Run 1, cell placement:
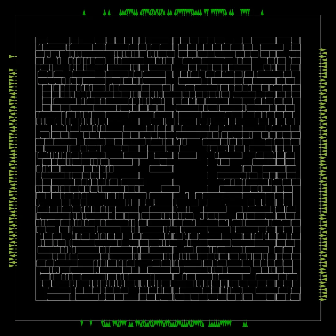
Run 1, PDN straps and rails:
Bar = 20 um. Pins as bars on the die edge. Tap cells in grey.
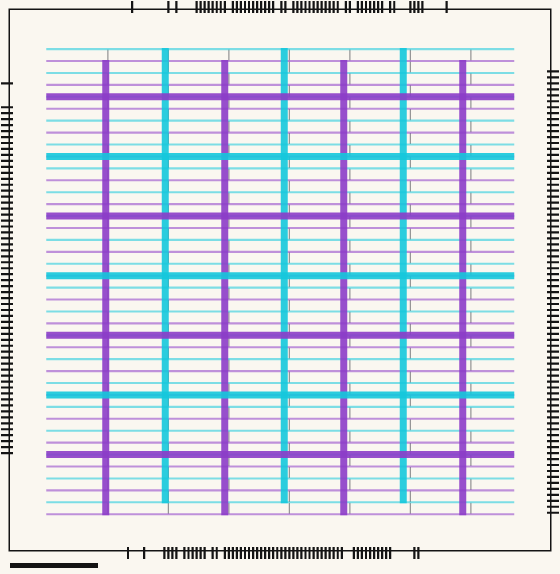
Run 1, nets reached from selected ports:
Bar = 20 um.
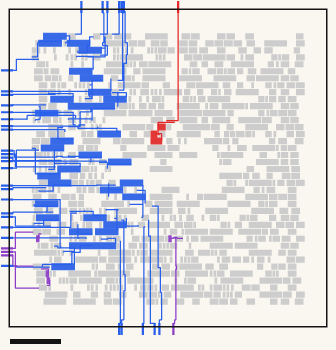
`config.mk`:
```
export PLATFORM = sky130hd
export DESIGN_NAME = mmio_interconnect
export DESIGN_NICKNAME = d
export VERILOG_FILES = /design/src/rtl/mmio_pkg.sv /design/src/rtl/mmio_addr_decode.sv /design/src/rtl/mmio_interconnect.sv
export SDC_FILE = /design/constraint.sdc
export NUM_CORES = 1
export LEC_CHECK = 0
export CORE_MARGIN = 8
export CORE_UTILIZATION = 39
export DETAILED_ROUTE_END_ITERATION = 10
export HOLD_SLACK_MARGIN = 0.06
export MAX_ROUTING_LAYER = met4
export PLACE_DENSITY_LB_ADDON = 0.08
export SLEW_MARGIN = 20
export SYNTH_ARGS = -nofsm -noshare
export SYNTH_HDL_FRONTEND = slang
export SYNTH_SLANG_ARGS = --single-unit
```
`constraint.sdc`:
```
create_clock -name clk -period 1.82 [get_ports clk]
set_input_delay 0.546 -clock clk [delete_from_list [all_inputs] [get_ports clk]]
set_output_delay 0.546 -clock clk [all_outputs]
set_load 0.03 [all_outputs]
```
`src/rtl/mmio_pkg.sv`:
```
// Shared definitions for the MMIO interconnect: FSM state type, default
// BRAM/GPIO address windows and the base/mask window-match helper.
package mmio_pkg;

    typedef enum logic [1:0] {
        IDLE   = 2'd0,
        ACCESS = 2'd1,
        RESP   = 2'd2
    } mmio_state_t;

    // Widest address the match helper handles; narrower addresses are zero-extended.
    localparam int MAX_ADDR_W = 64;

    localparam logic [31:0] BRAM_BASE = 32'h0000_0000;
    localparam logic [31:0] BRAM_MASK = 32'hFFFF_FE00;
    localparam logic [31:0] GPIO_BASE = 32'hFFFF_FFF0;
    localparam logic [31:0] GPIO_MASK = 32'hFFFF_FFF0;

    function automatic logic slave_hit(input logic [MAX_ADDR_W-1:0] addr,
                                       input logic [MAX_ADDR_W-1:0] base,
                                       input logic [MAX_ADDR_W-1:0] mask);
        return (addr & mask) == base;
    endfunction

endpackage

```
`src/rtl/mmio_addr_decode.sv`:
```
// Combinational base/mask address decoder; when windows overlap the lowest
// slave index wins.
module mmio_addr_decode
    import mmio_pkg::*;
#(
    parameter int                           NUM_SLAVES = 2,
    parameter int                           ADDR_W     = 32,
    parameter logic [NUM_SLAVES*ADDR_W-1:0] SLAVE_BASE = '0,
    parameter logic [NUM_SLAVES*ADDR_W-1:0] SLAVE_MASK = '0,
    parameter int                           IDX_W      = 1
) (
    input  logic [ADDR_W-1:0] addr_i,
    output logic              hit_o,
    output logic [IDX_W-1:0]  idx_o
);

    // Scan from the top down so the lowest matching index is the last one written.
    always_comb begin
        hit_o = 1'b0;
        idx_o = '0;
        for (int i = NUM_SLAVES - 1; i >= 0; i--) begin
            if (slave_hit(MAX_ADDR_W'(addr_i),
                          MAX_ADDR_W'(SLAVE_BASE[i*ADDR_W +: ADDR_W]),
                          MAX_ADDR_W'(SLAVE_MASK[i*ADDR_W +: ADDR_W]))) begin
                hit_o = 1'b1;
                idx_o = IDX_W'(i);
            end
        end
    end

endmodule

```
`src/rtl/mmio_interconnect.sv`:
```
// MMIO interconnect: decodes a CPU request to one of NUM_SLAVES windows, holds it
// until the selected slave is ready, then returns a one-cycle response.
// Define MMIO_TIMEOUT_EN to build the ACCESS timeout counter.
module mmio_interconnect
    import mmio_pkg::*;
#(
    parameter int                           NUM_SLAVES     = 2,
    parameter int                           ADDR_W         = 32,
    parameter int                           DATA_W         = 32,
    parameter logic [NUM_SLAVES*ADDR_W-1:0] SLAVE_BASE     = {GPIO_BASE, BRAM_BASE},
    parameter logic [NUM_SLAVES*ADDR_W-1:0] SLAVE_MASK     = {GPIO_MASK, BRAM_MASK},
    parameter int                           TIMEOUT_CYCLES = 255
) (
    input  logic                         clk,
    input  logic                         reset_n,
    input  logic                         m_req,
    input  logic [ADDR_W-1:0]            m_addr,
    input  logic                         m_write,
    input  logic [DATA_W-1:0]            m_wdata,
    input  logic [DATA_W/8-1:0]          m_wstrb,
    output logic                         m_ready,
    output logic [DATA_W-1:0]            m_rdata,
    output logic                         m_err,
    output logic [NUM_SLAVES-1:0]        s_sel,
    output logic [ADDR_W-1:0]            s_addr,
    output logic [DATA_W-1:0]            s_wdata,
    output logic [DATA_W/8-1:0]          s_wstrb,
    output logic                         s_write,
    input  logic [NUM_SLAVES-1:0]        s_ready,
    input  logic [NUM_SLAVES*DATA_W-1:0] s_rdata
);

    localparam int STRB_W = DATA_W / 8;
    localparam int IDX_W  = (NUM_SLAVES > 1) ? $clog2(NUM_SLAVES) : 1;

    if (NUM_SLAVES < 1 || NUM_SLAVES > 16) begin : g_chk_slaves
        $error("mmio_interconnect: NUM_SLAVES must be 1..16");
    end
    if (ADDR_W < 1 || ADDR_W > MAX_ADDR_W) begin : g_chk_addr
        $error("mmio_interconnect: ADDR_W out of range");
    end
    if (TIMEOUT_CYCLES < 1) begin : g_chk_timeout
        $error("mmio_interconnect: TIMEOUT_CYCLES must be at least 1");
    end

    mmio_state_t       state_q, state_d;
    logic [ADDR_W-1:0] addr_q, addr_d;
    logic [DATA_W-1:0] wdata_q, wdata_d;
    logic [STRB_W-1:0] wstrb_q, wstrb_d;
    logic              write_q, write_d;
    logic [IDX_W-1:0]  idx_q, idx_d;
    logic [DATA_W-1:0] rdata_q, rdata_d;
    logic              err_q, err_d;

    logic              dec_hit;
    logic [IDX_W-1:0]  dec_idx;
    logic              sel_ready;
    logic [DATA_W-1:0] sel_rdata;
    logic              expired;

    mmio_addr_decode #(
        .NUM_SLAVES (NUM_SLAVES),
        .ADDR_W     (ADDR_W),
        .SLAVE_BASE (SLAVE_BASE),
        .SLAVE_MASK (SLAVE_MASK),
        .IDX_W      (IDX_W)
    ) u_decode (
        .addr_i (m_addr),
        .hit_o  (dec_hit),
        .idx_o  (dec_idx)
    );

    // Response routing uses the latched index, never the live decode.
    assign sel_ready = s_ready[idx_q];
    assign sel_rdata = s_rdata[idx_q*DATA_W +: DATA_W];

`ifdef MMIO_TIMEOUT_EN
    localparam int CNT_W = $clog2(TIMEOUT_CYCLES + 1);

    logic [CNT_W-1:0] cnt_q, cnt_d;

    // Expiry is flagged in the ACCESS cycle that brings the count to TIMEOUT_CYCLES.
    assign expired = (cnt_q == CNT_W'(TIMEOUT_CYCLES - 1));

    always_comb begin
        cnt_d = cnt_q;
        if (state_q == ACCESS) begin
            cnt_d = cnt_q + CNT_W'(1);
        end else begin
            cnt_d = '0;
        end
    end

    always_ff @(posedge clk or negedge reset_n) begin
        if (!reset_n) begin
            cnt_q <= '0;
        end else begin
            cnt_q <= cnt_d;
        end
    end
`else
    assign expired = 1'b0;
`endif

    always_comb begin
        state_d = state_q;
        addr_d  = addr_q;
        wdata_d = wdata_q;
        wstrb_d = wstrb_q;
        write_d = write_q;
        idx_d   = idx_q;
        rdata_d = rdata_q;
        err_d   = err_q;
        unique case (state_q)
            IDLE: begin
                rdata_d = '0;
                err_d   = 1'b0;
                if (m_req) begin
                    addr_d  = m_addr;
                    wdata_d = m_wdata;
                    wstrb_d = m_wstrb;
                    write_d = m_write;
                    idx_d   = dec_idx;
                    if (dec_hit) begin
                        state_d = ACCESS;
                    end else begin
                        state_d = RESP;
                        err_d   = 1'b1;
                    end
                end
            end
            ACCESS: begin
                // A ready in the expiry cycle still completes normally.
                if (sel_ready) begin
                    state_d = RESP;
                    rdata_d = write_q ? '0 : sel_rdata;
                    err_d   = 1'b0;
                end else if (expired) begin
                    state_d = RESP;
                    rdata_d = '0;
                    err_d   = 1'b1;
                end
            end
            RESP: begin
                state_d = IDLE;
                rdata_d = '0;
                err_d   = 1'b0;
            end
            default: begin
                state_d = IDLE;
                rdata_d = '0;
                err_d   = 1'b0;
            end
        endcase
    end

    always_ff @(posedge clk or negedge reset_n) begin
        if (!reset_n) begin
            state_q <= IDLE;
            addr_q  <= '0;
            wdata_q <= '0;
            wstrb_q <= '0;
            write_q <= 1'b0;
            idx_q   <= '0;
            rdata_q <= '0;
            err_q   <= 1'b0;
        end else begin
            state_q <= state_d;
            addr_q  <= addr_d;
            wdata_q <= wdata_d;
            wstrb_q <= wstrb_d;
            write_q <= write_d;
            idx_q   <= idx_d;
            rdata_q <= rdata_d;
            err_q   <= err_d;
        end
    end

    always_comb begin
        s_sel = '0;
        if (state_q == ACCESS) begin
            s_sel[idx_q] = 1'b1;
        end
    end

    assign m_ready = (state_q == RESP);
    assign m_rdata = rdata_q;
    assign m_err   = err_q;
    assign s_addr  = addr_q;
    assign s_wdata = wdata_q;
    assign s_wstrb = wstrb_q;
    assign s_write = write_q;

endmodule
```
==> run summary, run 1 <==
Synthesis and place-and-route results.

- The internal power summed over all cells is 4300 uW.
- Entering global routing, the biggest net connects 65 pins.
- The quantity of hold-fixing buffers added after cts is 0.
- Per the post-synthesis report, the number of cells in the design is 473.
- The overall track demand over capacity in global routing is 0.199.
- Per the synthesis report, the dominant area consumer among library cells is dfrtp_1.
- The final clock period utilization by the worst path is 0.974.
- The remaining number of nets flagged by the antenna check after routing is 0.
- The root buffer selected by CTS is clkbuf_16.
- The wire length the detailed router placed on met1 is 5870 um.
- The arrival time reported for the critical path endpoint is 1230 ps.
- The clock reaches the later pin of the worst-skew pair after 340 ps.
- The depth of the CTS H-tree is 3.
- Warnings reported by Yosys during synthesis add up to 0.
- The shortest clock period the worst path allows after layout is 1770 ps.
- Power comes to 6090 uW.
- Of the combinational cells, the family taking the most area is simple AND/OR/NAND/NOR gates.
- The timing report gives the clock slew at the launch and capture registers of the worst setup and hold paths as 70 ps.
- Setup repair after global routing could not meet its margin everywhere.
- Per the synth stats, the proportion of register bits with asynchronous set or reset is 1.00.
- The total cell area reported by yosys after synthesis is 4480 um^2.
- The first routing iteration left 179 violations.
- In the final design database the tool counted 863 nets.
- The initial antenna violation count was 0.
- The routability congestion estimate is 0.828.
- By instance count, the leading cell after synthesis is nand2_1.
- The compound-cell area share of the yosys netlist is 0.0640.
- STA reports the tightest min-delay check as being of type primary input to asynchronous set/reset pin.
- The worst setup path is launched from a flip-flop.
- The simple-gate area share of the yosys netlist is 0.242.
- The floorplan step defined a die boundary enclosing 15200 um^2.
- The share of total power in sequential cells is 0.436.
- The share of the Yosys chip area taken by registers is 0.587.
- The number of antenna cells inserted is 0.
- The worst-path maximum fanout is 6.
- The final-report hold violation count is 0.
- The number of cell instances after yosys synthesis is 473.
- Switching power as a fraction of the total was reported as 0.295.
- The endpoint kind of the worst setup timing path is an output port.
- Of the total power, the clock network draws 0.313.
- Yosys attributes the largest share of cell area to dfrtp_1 (59%), nand2_1 (20%), mux2i_1 (7.2%).
- Summed over all nets, the half-perimeter wirelength after detailed placement is 11500 um.
- The layout report lists the combined flip-flop and latch area as 2630 um^2.
- The cell area after synthesis is 4480 um^2.
- The initial utilization of the core area, before any placement, comes to 0.396.
- The relative max-transition margin is 0.745.
- The post-route clock skew is 5.86 ps.
- The first detailed-routing pass ran for 4 iterations.
- The kind of critical path is flip-flop to output port.
- The fraction of the mapped netlist area in adder cells is 0.
- The flow ran to the end, and the final reports show no timing, DRC or antenna violations.
- Across all hold checks on the routed design, the worst slack comes to 86.3 ps.
- Per the detail_route log, met2 wirelength is 6920 um.
- Across the run, the number of max-cap violations was 0.
- The data required time of the critical path is 1270 ps.
- The distinct cell type count of the synthesized netlist is 24.
- The via count normalized by instance count is 4.86.
- The number of design rule violations left after detail routing is 0.
- The synthesis-to-finish area growth is 66.6%.
- The synthesis run shows the most used standard cells to be nand2_1 (242), dfrtp_1 (105), mux2i_1 (32), o31ai_1 (32), buf_2 (20).
- Summed over all nets, wire length on met3 after detailed routing comes to 1450 um.
- In the final timing run, aggregate negative setup slack is 0 ps.
- The cell-mix breakdown from Yosys lists the XOR/XNOR area share as 0.
- The total number of vias is 4241.
- Once synthesis finished, the tally of register bits stood at 105.
- Summing all multiplexer cells gives an area fraction of 0.0715.
- The final tally of setup violations is 0.
About 'cell placement':
number of inserted filler cells in the final layout: 977
sequential share of cell area: 0.353
post-layout instance count excluding filler cells: 873
Site Rows: 39

About 'PDN straps and rails':
[VDD] cyan
[VSS] purple
met5 straps: 7
tap cells: 143
met1 rails: 40
rows: 39
die width: 123 um
placeable core region: 11300 um^2
y dimension of the die: 123 um
worst vdd ir: 0.000451 V

About 'nets reached from selected ports':
[m_req] red | bits: 1 | direction: input | end cells: 3 | buffers: 2 | wire: 64.0 um
[s_addr] blue | bits: 32 | direction: output | end cells: 32 | buffers: 32 | wire: 1310 um
[m_wstrb] purple | bits: 4 | direction: input | end cells: 4 | buffers: 4 | wire: 104 um
Top Ports: 243
I/O Buffers: 242

==> run 1: critical path, cell delays in order (launching register included) <==
cell and delay [ps]:
dfrtp_2 450, nand2b_4 180, nor2_2 110, buf_6 150
==> run 1: power by group through the flow <==
stage	sequential (uW)	clock (uW)	combinational, uW
after global placement	2700	0	1680
after CTS	2660	1970	1550
after floorplan	3140	0	271
after detailed placement	2710	0	1700
final	2660	1910	1520
after global routing	2680	2070	1630
==> run 1: per-stage QoR <==
step                      instances  instance area (um^2)  worst slack (ps)   util
final                           873                  7460              46.5  0.659
after global routing            873                  7460             -7.23  0.659
after floorplan                 473                  4480               138      -
after CTS                       872                  7430              16.1  0.657
after detailed placement        855                  7250              -284  0.640
after global placement          855                  7250              -264  0.640
==> run 1: layer usage <==
metal / up-vias / global-route usage
li1: 2059 / -
met1: 1970 / 0.231
met2: 187 / 0.312
met3: 25 / 0.0594
met4: 0 / 0.0895
met5: - / -
==> run 1: area by class of cell <==
class,instances,area share
clock buffers,14,0.0341
repair buffers,271,0.353
flip-flops and latches,105,0.353
well taps,143,0.0240
clock inverters,2,0.00503
multi-input cells,338,0.231
==> run 1: sequential cells by signal, indices dropped and copies added (netlist names) <==
register / flops
m_rdata: 32
s_addr: 32
s_wdata: 32
s_wstrb: 4
state_q: 2
idx_q: 1
m_err: 1
s_write: 1
==> run 1: repair_timing <==
item                       in CTS  in global routing
hold endpoints to repair        0                  0
gates resized                 107                  4
setup endpoints to repair     103                  3
setup buffers                   1                  1
==> run 1: cells in the final DEF, fill, tap and decap left out, drive strengths merged, types with 3 or more instances in the layout <==
master         synthesis  final
nand4                  8      8
dlygate4sd2            0    102
nor4                   6      6
clkbuf                 6     14
dfrtp                105    105
mux2i                 32     32
nor2b                  3      3
nand2                242    242
clkdlybuf4s50          0    136
buf                   24     33
o31ai                 32     32
==> run 1: path summary, 6_finish.rpt <==
check,start,end,slack (ps),depth (start not counted)
worst max-delay path,state_q[1],s_sel[0],50,3
worst min-delay path,reset_n,m_rdata[15],90,1
worst max register to register,state_q[1],m_rdata[14],330,5
worst min register to register,s_wdata[14],s_wdata[14],470,2
max in group asynchronous,reset_n,m_rdata[5],1240,2
min in group clk,s_wdata[14],s_wdata[14],470,2
==> run 1: logic make-up after synthesis <==
logic type,after synthesis
compound gates,37
buf+inv,30
flops,105
mux,32
simple gates,269
Run 1, where the registers sit:
Bar = 20 um. Other sequential cells in the stronger grey, the rest of the logic in the fainter grey.
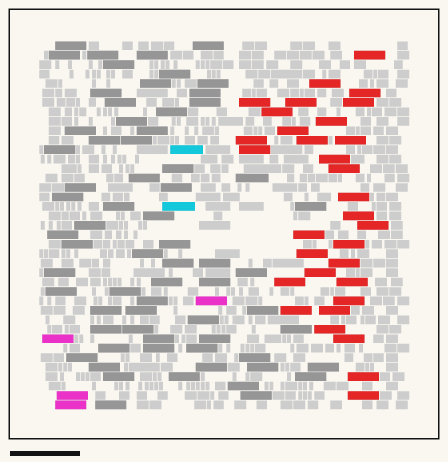

==> run 2, diff against run 1 <==
- CORE_UTILIZATION: 39 -> 40
- SYNTH_HIERARCHICAL: unset -> 1
Run 2, where the registers sit:
Bar = 20 um. Other sequential cells in the stronger grey, the rest of the logic in the fainter grey.
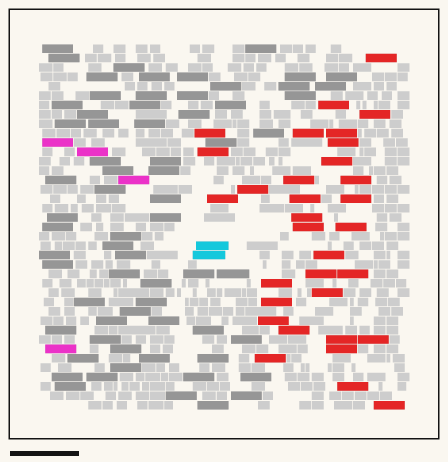
[m_rdata] red | placed flops: 32
[state_q] cyan | placed flops: 2
[s_wstrb] magenta | placed flops: 4
not coloured: 67
sequential group power: 2700 uW
final core utilization: 0.673

Run 2, cell density map:
Bar = 20 um. 12 x 12 tiles, from white (low) to dark blue (high), 0 to 100% covered.
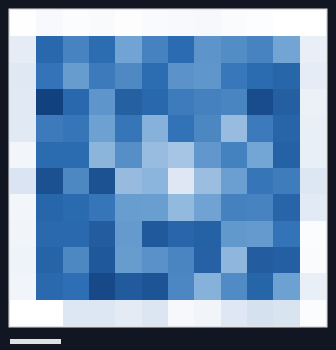
tiles over 75% full: 26%
fullest tile: 93%
mean over tiles: 49%
nearly empty tiles: 6.9%
fraction of the core area occupied by cells at floorplan: 0.409
placeable core region: 11400 um^2

==> run summary, run 2 <==
Synthesis and place-and-route results.

- The H-tree was split into 3 levels.
- Routing resource usage on met2 recorded by global route was 0.305.
- The hold-critical path depth is 1.
- The measured slew at the worst slew-check pin is 447 ps.
- Setup repair after global routing could not meet its margin everywhere.
- Among all flip-flop cells after synthesis, the most frequent one is dfrtp_1.
- The library cell used most frequently in the layout, excluding fill and tap cells, is clkdlybuf4s50_1.
- The max-slew violation count is 0.
- The slowest cell on the critical path is clkdlybuf4s50_1.
- The number of nets at the end of the flow is 732.
- The chip occupies 15400 um^2.
- The run reported a max-capacitance violation count of 0.
- The flow ran to the end, and the final reports show no timing, DRC or antenna violations.
- The final weighted congestion recorded by global placement is 0.794.
- The worst register-to-register path begins at idx_q.
- After synthesis, the design contains 327 cells according to Yosys.
- The internal power summed over all cells is 4480 uW.
- STA puts the critical path data required time at 2020 ps.
- The via count normalized by instance count is 4.80.
- Synthesis handed over a netlist of 327 instances.
- The total half-perimeter wirelength after legalization and detailed placement is 11200 um.
- The library cell occupying the most area in the post-synthesis netlist is dfrtp_1.
- The area of all placed cells without fillers is 7680 um^2.
- The share of the yosys chip area belonging to registers is 0.562.
- Synthesis produced a netlist with a net count of 465.
- In this run the vertical extent of the chip is 124 um.
- The number of buffers and inverters on the critical path is 2.
- Yosys reports a chip area of 4670 um^2.
- The fraction of power spent switching nets is 0.291.
- The distinct cell type count of the synthesized netlist is 24.
- The fraction of power consumed by combinational cells is 0.260.
- The mapped netlist covers 4670 um^2.
- The script parses the final routing iteration and logs DRC violations as 0.
- On met1, the global router reports a usage of 0.211.
- The endpoint kind of the worst setup timing path is a flip-flop.
- The worst hold path belongs to the class flip-flop to flip-flop.
- The arrival time of data at the worst endpoint is listed as 2020 ps.
- The number of top-level pins is 243.
- In the global route stage, overall resource usage came out at 0.187.
- The number of antenna cells inserted is 0.
- The shortest clock period the worst path allows after layout is 1810 ps.
- The endpoint of the worst-slack reg-to-reg timing path is m_rdata[2].
- The synthesis stats list as the most numerous cell dfrtp_1.
- The final clock period utilization by the worst path is 0.996.
- The kind of critical path is primary input to flip-flop.
- The fraction of registers with async set/reset is 1.00.
- The area of placed instances is 7440 um^2.
- The number of buffer cells added on primary ports is 242.
- The clock tree from TritonCTS is built.
- On the worst setup and hold paths after CTS, the clock-pin slew comes to 60 ps.
- Ranked by instance count, the synthesized netlist is headed by dfrtp_1 (105), mux2_2 (73), nor2_1 (35).
- In this run the critical path is formed by clkdlybuf4s50_1, nand4_1, or3_4, o22ai_4, inv_2, a21oi_2, a211oi_1.
- STA classifies the critical path startpoint as a primary input.
- As reported, the later end of the worst-skew pair has a clock insertion delay of 340 ps.
- The worst-path maximum fanout is 2.
- Summing over every cut layer, the via total after detailed routing is 3558.
- The number of standard-cell rows in the floorplan is 39.
- The report puts the cell count of the worst reg-to-reg path at 4.
- The synthesis report lists the most area-consuming cells as dfrtp_1 (56%), mux2_2 (18%), mux2_4 (9.0%).
- The synthesis log from Yosys contains 6 warnings.
- The synthesis-to-finish area growth is 64.4%.
- Ranking logic cells in the layout by count gives the top entries clkdlybuf4s50_1 (119), dlygate4sd2_1 (115), dfrtp_1 (102), mux2_2 (73), nor2_1 (35).
- The highest cell delay on the worst timing path is 500 ps.
- Per the final timing report, the hold violations number 0.
- Per the slew report, the remaining headroom to the max-slew limit stands at 0.702.
- met3 track demand over resource after global routing is 0.0662.
- The count of TritonRoute iterations in the first routing pass is 4.
- The most utilized layer in the global route result is met2.
- Across the VDD grid, the largest voltage drop is 0.000532 V.
- STA lists the startpoint of the worst hold path as state_q[1].
- The remaining number of nets flagged by the antenna check after routing is 0.
- Of the total power, the clock network draws 0.313.
- The setup slack of the most critical reg-to-reg path is 220 ps.
- Measured along the x axis, the die boundary spans 124 um.
- The post-route clock skew is 10.7 ps.
- The gate family responsible for the most delay along the worst path is buffers and inverters.
- The terminating pin of the worst hold path is state_q[1].
- The overall power consumption is 6310 uW.
- Counting flops and latches in the post-synthesis netlist gives 105.
- The last timing report of the flow puts the setup violation total at 0.
- The fmax is 552 MHz.
- The tree is rooted in a clkbuf_16.
- The initial antenna violation count is 0.
- The maximum buffer depth of the clock tree is 2.
- The power report attributes to the sequential group a share of 0.427.
- The average wire length per cell after detail routing is 19.4 um.
- Once iteration 0 of detailed routing completed, the report listed 105 DRC markers.
- Entering global routing, the biggest net connects 60 pins.
run 2: cell type report:
class	count	area, um^2
Clock buffer	12	256
Clock inverter	4	51.3
Fill cell	897	3730
Inverter	3	11.3
Multi-Input combinational cell	199	1940
Sequential cell	105	2630
Tap cell	143	179
Timing Repair Buffer	276	2620
run 2: how the worst max path moves through the flow:
stage,from,to,depth (start not counted)
final,m_addr[31],state_q[1],7
after global routing,m_addr[31],state_q[1],7
after CTS,m_addr[31],state_q[1],7
after detailed placement,m_addr[27],state_q[1],7
after global placement,m_addr[4],state_q[1],7
after floorplan,idx_q,s_sel[1],4
run 2: power groups by stage:
stage          registers [uW]  clock network [uW]  logic, uW
2_1_floorplan            3230                   0        312
3_3_place_gp             2730                   0       1810
3_5_place_dp             2750                   0       1830
4_1_cts                  2700                2040       1660
5_1_grt                  2730                2120       1730
6_report                 2700                1980       1640
run 2: cell families (layout without fill, tap and decap cells):
family                 after synthesis  after routing  share of synthesized area
flip-flops                         105            105                      0.562
AND/OR/NAND/NOR                     60             60                     0.0602
AND-OR/OR-AND                        5              5                    0.00696
buffers and inverters               23            295                     0.0343
multiplexers                       134            134                      0.336
run 2: metal layers:
layer,part of all wire,vias to the layer above
li1,-,1687
met1,0.40,1701
met2,0.49,151
met3,0.091,19
met4,0.018,0
met5,0,-
run 2: per-stage QoR:
stage,util,std cells,worst slack [ps],TNS (ps),hold WS [ps]
after floorplan,-,327,90.3,0,250
after CTS,0.669,741,2.59,0,505
after global routing,0.673,742,-28.4,-83.5,511
final,0.673,742,7.21,0,497
after global placement,0.652,724,-579,-22830,355
after detailed placement,0.652,724,-630,-22980,358
run 2: worst reg2reg max path, delay by kind of cell, from the launching register on:
family        cells  cell delay, ps
flops             1             400
buf+inv           1             420
mux               2             600
simple gates      1              70
run 2: what timing repair did:
| action | in CTS | in global routing |
|---|---|---|
| setup buffers | 0 | 1 |
| pin swaps | 6 | 5 |
| setup endpoints to repair | 105 | 14 |
| resized | 121 | 10 |
| endpoints found under the hold margin | 1 | 0 |
| hold buffers | 1 | 0 |
Power figures rest on the tool's default switching activity, not on a simulated workload.
